### config.mk
export PLATFORM = sky130hd
export DESIGN_NAME = program_sequencer_flat
export DESIGN_NICKNAME = d
export VERILOG_FILES = /design/src/rtl/program_sequencer_if.sv /design/src/rtl/program_sequencer.sv /design/src/flat_wrapper.sv
export SDC_FILE = /design/constraint.sdc
export NUM_CORES = 1
export LEC_CHECK = 0
export CORE_ASPECT_RATIO = 2
export CORE_MARGIN = 1
export CORE_UTILIZATION = 45
export DETAILED_ROUTE_END_ITERATION = 6
export PLACE_DENSITY_LB_ADDON = 0.25
export SYNTH_ARGS = -nofsm -noshare
export SYNTH_HDL_FRONTEND = slang
export SYNTH_SLANG_ARGS = --single-unit
### constraint.sdc
create_clock -name clk -period 4 [get_ports clk]
set_clock_uncertainty 0.15 [all_clocks]
set_input_delay 0.4 -clock clk [delete_from_list [all_inputs] [get_ports clk]]
set_output_delay 0.4 -clock clk [all_outputs]
set_load 0.02 [all_outputs]
### src/rtl/program_sequencer_if.sv
// Handshake bundle between the instruction decoder (master) and the
// program sequencer (slave). Breakpoint signals exist only when the
// PC_BREAKPOINT_EN macro is defined.
interface program_sequencer_if #(
    parameter int ADDR_W      = 8,
    parameter int STACK_DEPTH = 4
);
    localparam int LVL_W = $clog2(STACK_DEPTH + 1);

    logic [2:0]        cmd;
    logic [ADDR_W-1:0] address_in;
    logic              err_clr;
    logic [ADDR_W-1:0] address_out;
    logic [LVL_W-1:0]  stack_level;
    logic              stack_ovf;
    logic              stack_unf;
`ifdef PC_BREAKPOINT_EN
    logic [ADDR_W-1:0] bp_addr;
    logic              bp_en;
    logic              resume;
    logic              halted;
`endif

`ifdef PC_BREAKPOINT_EN
    modport master (output cmd, address_in, err_clr, bp_addr, bp_en, resume,
                    input  address_out, stack_level, stack_ovf, stack_unf, halted);
    modport slave  (input  cmd, address_in, err_clr, bp_addr, bp_en, resume,
                    output address_out, stack_level, stack_ovf, stack_unf, halted);
`else
    modport master (output cmd, address_in, err_clr,
                    input  address_out, stack_level, stack_ovf, stack_unf);
    modport slave  (input  cmd, address_in, err_clr,
                    output address_out, stack_level, stack_ovf, stack_unf);
`endif
endinterface

### src/rtl/program_sequencer.sv
// Program sequencer: fetch-address generator with INC/HOLD/JMP/CALL/RTN/SKIP
// commands, an internal LIFO return stack and sticky overflow/underflow flags.
// All state changes on the falling edge of clk; rst is asynchronous active-low.
// Optional breakpoint/halt logic is enabled with the PC_BREAKPOINT_EN macro.
module program_sequencer #(
    parameter int                ADDR_W      = 8,
    parameter int                STACK_DEPTH = 4,
    parameter logic [ADDR_W-1:0] RESET_ADDR  = '0
) (
    input logic               clk,
    input logic               rst,
    program_sequencer_if.slave bus
);
    localparam int LVL_W = $clog2(STACK_DEPTH + 1);
    // Pointer width into the stack array; at least one bit so depth 1 works.
    localparam int PTR_W = (STACK_DEPTH > 1) ? $clog2(STACK_DEPTH) : 1;
    localparam logic [LVL_W-1:0] FULL = LVL_W'(STACK_DEPTH);

    typedef enum logic [2:0] {
        CMD_INC  = 3'b000,
        CMD_HOLD = 3'b001,
        CMD_JMP  = 3'b010,
        CMD_CALL = 3'b011,
        CMD_RTN  = 3'b100,
        CMD_SKIP = 3'b101
    } cmd_e;

    logic [ADDR_W-1:0] pc, pc_next, pc_inc;
    logic [ADDR_W-1:0] stack [2**PTR_W];
    logic [LVL_W-1:0]  level, level_next;
    logic [PTR_W-1:0]  push_idx, top_idx;
    logic              push, ovf_set, unf_set, run;
    logic              ovf, unf;

    // The stack level doubles as the write pointer; the top entry sits one below.
    assign push_idx = level[PTR_W-1:0];
    assign top_idx  = push_idx - PTR_W'(1);
    assign pc_inc   = pc + ADDR_W'(1);

`ifdef PC_BREAKPOINT_EN
    logic halted, bp_armed, trigger;

    // A hit freezes the sequencer in the same cycle it is detected.
    assign trigger = bus.bp_en && !halted && bp_armed && (pc == bus.bp_addr);
    assign run     = halted ? bus.resume : !trigger;

    // Halt state and re-arm tracking: re-arm only after the PC has moved.
    always_ff @(negedge clk or negedge rst) begin
        if (!rst) begin
            halted   <= 1'b0;
            bp_armed <= 1'b1;
        end else begin
            if (trigger) begin
                halted   <= 1'b1;
                bp_armed <= 1'b0;
            end else begin
                if (halted && bus.resume) halted <= 1'b0;
                if (pc_next != pc)        bp_armed <= 1'b1;
            end
        end
    end

    assign bus.halted = halted;
`else
    assign run = 1'b1;
`endif

    // Next-state decode of the sequencer command.
    always_comb begin
        // NOTE: every output of this block is defaulted first so that no path leaves a latch.
        pc_next    = pc;
        level_next = level;
        push       = 1'b0;
        ovf_set    = 1'b0;
        unf_set    = 1'b0;
        if (run) begin
            case (bus.cmd)
                CMD_HOLD: pc_next = pc;
                CMD_JMP:  pc_next = bus.address_in;
                CMD_CALL: begin
                    if (level == FULL) begin
                        pc_next = pc_inc;
                        ovf_set = 1'b1;
                    end else begin
                        push       = 1'b1;
                        pc_next    = bus.address_in;
                        level_next = level + LVL_W'(1);
                    end
                end
                CMD_RTN: begin
                    if (level == '0) begin
                        pc_next = pc_inc;
                        unf_set = 1'b1;
                    end else begin
                        pc_next    = stack[top_idx];
                        level_next = level - LVL_W'(1);
                    end
                end
                CMD_SKIP: pc_next = pc + ADDR_W'(2);
                default:  pc_next = pc_inc;   // INC and the two spare codes
            endcase
        end
    end

    // PC, stack level and sticky error flags.
    always_ff @(negedge clk or negedge rst) begin
        // NOTE: sequential state uses non-blocking assignments so every register samples pre-edge values.
        if (!rst) begin
            pc    <= RESET_ADDR;
            level <= '0;
            ovf   <= 1'b0;
            unf   <= 1'b0;
        end else begin
            pc    <= pc_next;
            level <= level_next;
            if (run) begin
                // A new error in the clearing cycle wins over err_clr.
                ovf <= (ovf & ~bus.err_clr) | ovf_set;
                unf <= (unf & ~bus.err_clr) | unf_set;
            end
        end
    end

    // Return-address storage; only the stack level marks entries valid.
    always_ff @(negedge clk) begin
        // NOTE: the stack array is deliberately not reset; stale entries are unreachable once level is 0.
        if (push) stack[push_idx] <= pc_inc;
    end

    assign bus.address_out = pc;
    assign bus.stack_level = level;
    assign bus.stack_ovf   = ovf;
    assign bus.stack_unf   = unf;
endmodule

### src/flat_wrapper.sv
// flat-port wrapper written by rule: the top's interface ports become plain ports
module program_sequencer_flat 
#(
    parameter int                ADDR_W      = 8,
    parameter int                STACK_DEPTH = 4,
    parameter logic [ADDR_W-1:0] RESET_ADDR  = '0
)
  (clk, rst, bus_cmd, bus_address_in, bus_err_clr, bus_address_out, bus_stack_level, bus_stack_ovf, bus_stack_unf);
  program_sequencer_if #(.ADDR_W(ADDR_W), .STACK_DEPTH(STACK_DEPTH)) bus_i ();
  input logic clk;
  input logic rst;
  input wire logic [$bits(bus_i.cmd)-1:0] bus_cmd;
  input wire logic [$bits(bus_i.address_in)-1:0] bus_address_in;
  input wire logic [$bits(bus_i.err_clr)-1:0] bus_err_clr;
  output wire logic [$bits(bus_i.address_out)-1:0] bus_address_out;
  output wire logic [$bits(bus_i.stack_level)-1:0] bus_stack_level;
  output wire logic [$bits(bus_i.stack_ovf)-1:0] bus_stack_ovf;
  output wire logic [$bits(bus_i.stack_unf)-1:0] bus_stack_unf;
  assign bus_i.cmd = bus_cmd;
  assign bus_i.address_in = bus_address_in;
  assign bus_i.err_clr = bus_err_clr;
  assign bus_address_out = bus_i.address_out;
  assign bus_stack_level = bus_i.stack_level;
  assign bus_stack_ovf = bus_i.stack_ovf;
  assign bus_stack_unf = bus_i.stack_unf;
  program_sequencer #(.ADDR_W(ADDR_W), .STACK_DEPTH(STACK_DEPTH), .RESET_ADDR(RESET_ADDR)) u_core (.clk(clk), .rst(rst), .bus(bus_i));
endmodule
Fig. 1: run 1, nets reached from selected ports
(4 px per um)
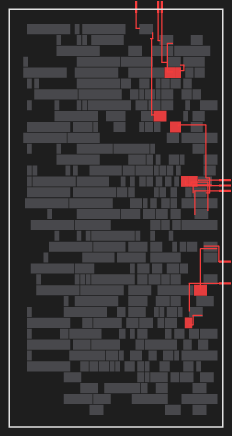
red -> bus_address_in  # bits 8, direction input, edge 5 east, 3 north, end cells 8, buffers 8, wire 177 um

Fig. 2: run 1, signal wires by layer
(4 px per um)
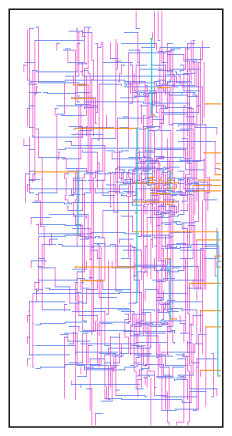
blue -> M1  # wire length 2,090 um
cyan -> M4  # wire length 149 um
magenta -> M2  # wire length 3,270 um
orange -> M3  # wire length 184 um
routed len/inst: 17.77 um
DRT Wirelength: 5.686 mm
vias: 1,792
gr usage total: 23.52%

==> results.cfg, run 1 <==
; yosys + openroad results
[global_route]
use_met1_pct = 23.83

[finish]
inv_count = 7
antenna_cells = 0
max_flop_register = u_core.stack

[synth]
fp_nets = 206
area_leaders = edfxtp_1 (41%), dfrtn_1 (14%), mux4_2 (7.7%)
common_cells = edfxtp_1 (32), dfrtn_1 (13), nand2_1 (13), nor2_1 (13), a21oi_1 (9)
edf_count = 32

[sta]
slew_headroom_pct = 54.15

[pwr]
cellLeakagePower_uw = 0.001332

[critical_path]
endpoint = bus_address_out[6]
slowest_delay_ns = 0.62
cp-start-kind = register

[clock_tree]
clock_sinks = 45
postCtsSetupBuffers = 0
cts_max_level = 2
cts_resized = 5
cts_tree = yes

[status]
outcome = finished clean

[place]
port_buffers = 26
Fig. 3: run 1, sequential cells colored by netlist name
(4 px per um)
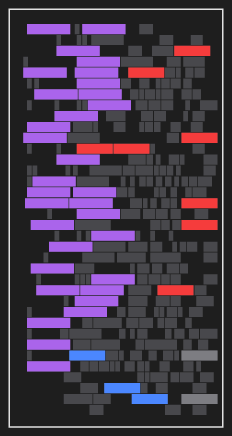
purple -> u_core.stack  # sequential cells 32
red -> u_core.bus.address_out  # sequential cells 8
blue -> u_core.bus.stack_level  # sequential cells 3
not colored = 2
Reg area: 1286 sq um
Flop+latch power: 711 uW
Final Util: 62.27%

Fig. 4: run 1, routing congestion map
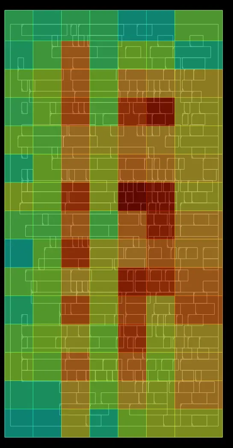
GRT Max-Usage Layer: met2
M2 GR Usage: 42.59%

==> run 1 -> run 2 <==
- HOLD_SLACK_MARGIN: not set -> 0.15
Fig. 5: run 2, nets reached from selected ports
(4 px per um)
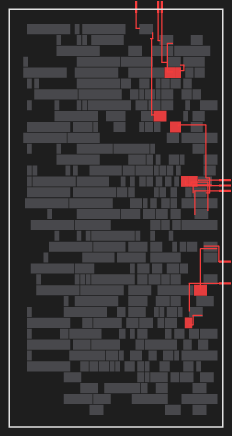
red -> bus_address_in  # bits 8, direction input, edge 5 east, 3 north, end cells 8, buffers 8, wire 177 um
I/O Pins: 27
Port Buffer Count: 26

Fig. 6: run 2, signal wires by layer
(4 px per um)
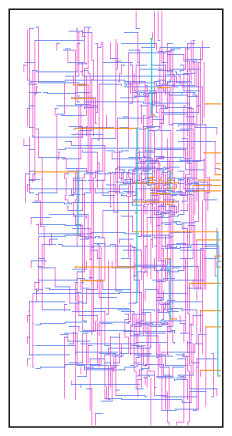
cyan -> M4  # wire length 149 um
blue -> M1  # wire length 2,090 um
orange -> M3  # wire length 184 um
magenta -> M2  # wire length 3,270 um

Fig. 7: run 2, routing congestion map
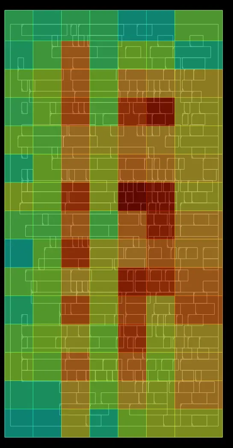
met1 usage: 23.83%
met3 Use GR: 3.947%

==> run 2 against run 1 <==
Synthesized cell count unchanged. Wire length unchanged. Sequential power about the same. Die size unchanged. Critical path depth unchanged. Clock power about the same. Utilization unchanged. Area after synthesis unchanged.
==> results.cfg, run 2 <==
; yosys + openroad results
[pwr]
pg_seq_uw = 711
cellLeakagePower_uw = 0.001332

[global_route]
busiest_layer = met2
grtUsageTotal_pct = 23.52
grt_use_met2_pct = 42.59
overflow = 0

[finish]
max_flop_register = u_core.stack
seq_area_sq_um = 1286
fin_util_pct = 62.27
inv_count = 7
antenna_cells = 0

[clock_tree]
cts_resized = 5
cts_max_level = 2
cts.clk_slew.worst_paths_ns = 0.07
postCtsSetupBuffers = 0
cts_tree = yes

[status]
outcome = finished clean

[synth]
area_leaders = edfxtp_1 (41%), dfrtn_1 (14%), mux4_2 (7.7%)
synthAdderAreaFrac_pct = 4.058
fp_nets = 206
common_cells = edfxtp_1 (32), dfrtn_1 (13), nand2_1 (13), nor2_1 (13), a21oi_1 (9)
syn_inst = 185

[critical_path]
cp-start-kind = register
cp.required_ns = 3.45
endpoint = bus_address_out[6]
slowest_delay_ns = 0.62

[sta]
slew_headroom_pct = 54.15

[route]
wire_per_inst_um = 17.77
num_vias = 1792
wl_mm = 5.686

[run]
warning_count = 61
max_cap_violations = 0
==> run 2 -> run 3 <==
- CORE_UTILIZATION: 45 -> 52
Fig. 8: run 3, sequential cells colored by netlist name
(4 px per um)
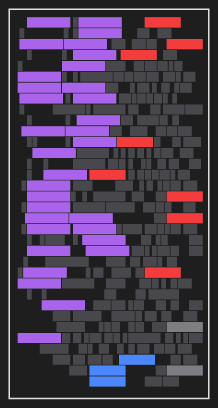
red -> u_core.bus.address_out  # sequential cells 8
blue -> u_core.bus.stack_level  # sequential cells 3
purple -> u_core.stack  # sequential cells 32
not colored = 2

Fig. 9: run 3, routing congestion map
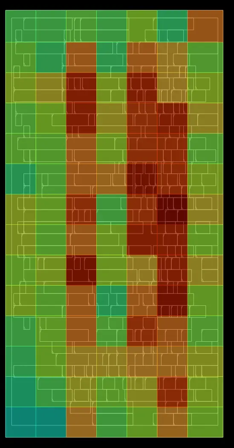
routed len/inst: 16.60 um
met3 Use GR: 5.818%
met1 usage: 24.30%
gr usage total: 24.36%
M2 GR Usage: 40.57%

Fig. 10: run 3, nets reached from selected ports
(4 px per um)
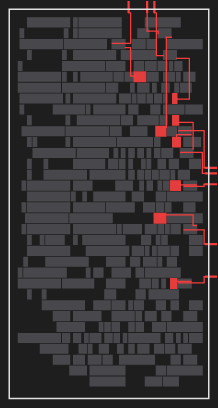
red -> bus_address_in  # bits 8, direction input, edge 5 east, 3 north, end cells 8, buffers 8, wire 176 um

==> run 3 against run 2 <==
Cell area rose by 0.12%. Worst hold slack got worse by 0.020 ns. Register-to-register slack barely moved. Critical path type is now in -> reg.
==> results.cfg, run 3 <==
; yosys + openroad results
[synth]
edf_count = 32
yosysUniqueCellTypes = 45
flop_cell = edfxtp_1
area_leaders = edfxtp_1 (41%), dfrtn_1 (14%), mux4_2 (7.7%)
syn_inst = 185
common_cells = edfxtp_1 (32), dfrtn_1 (13), nand2_1 (13), nor2_1 (13), a21oi_1 (9)
synthAdderAreaFrac_pct = 4.058

[sta]
slew_violations = 0
slew_headroom_pct = 56.51

[critical_path]
cp.required_ns = 2.00
slowest_delay_ns = 0.43
endpoint = u_core.bus.stack_level[2]
slowest_stage = clkdlybuf4s50_1
cp-start-kind = primary input

[status]
outcome = finished clean

[route]
wl_mm = 5.261
drt_iter0_drc = 43
num_vias = 1796
highest_layer = met4
drt_pass1_iterations = 4

[finish]
layout_top_cell = inv_1
inv_count = 7
antenna_cells = 0
fin_util_pct = 71.19
layout_top_cells = inv_1 (39), edfxtp_1 (32), buf_4 (19), clkdlybuf4s50_1 (18)
max_flop_register = u_core.stack
seq_area_sq_um = 1286

[clock_tree]
postCtsSetupBuffers = 0
cts_resized = 5
cts_max_level = 2
numCtsBuffers = 5
clock_sinks = 45
cts.clk_slew.worst_paths_ns = 0.06
cts_tree = yes

[worst_hold_path]
hold_end = u_core.bus.stack_level[2]
min_path_cells = 1

[place]
port_buffers = 26

[die]
ios = 27
floorplan.core_util_pct = 54.01

[global_route]
grt_pass1_vias = 1939
busiest_layer = met2
overflow = 0

[pwr]
cellLeakagePower_uw = 0.001324

[run]
warning_count = 61
max_cap_violations = 0

==> gallery <==
Pin placement.
(4 px per um) Pins as bars across the die edge, other pins in gray.
Plate I
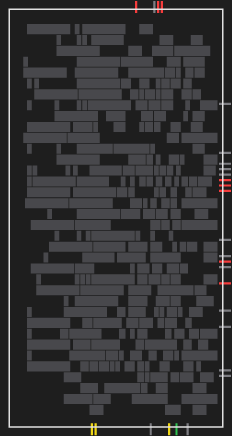
Plate II
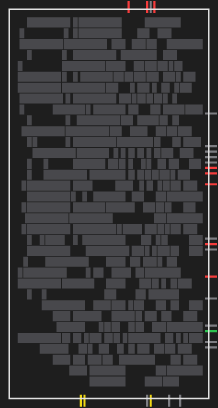
Of these, largest die: Plate I
run 2: Plate I
run 3: Plate II

Key to Plate II:
yellow -> bus_stack_level  # pins 3, direction output, edge south
green -> bus_err_clr  # pins 1, direction input, edge east
red -> bus_address_in  # pins 8, direction input, edge 5 east, 3 north

No activity file was given, so power comes from the tool's default toggle rates.
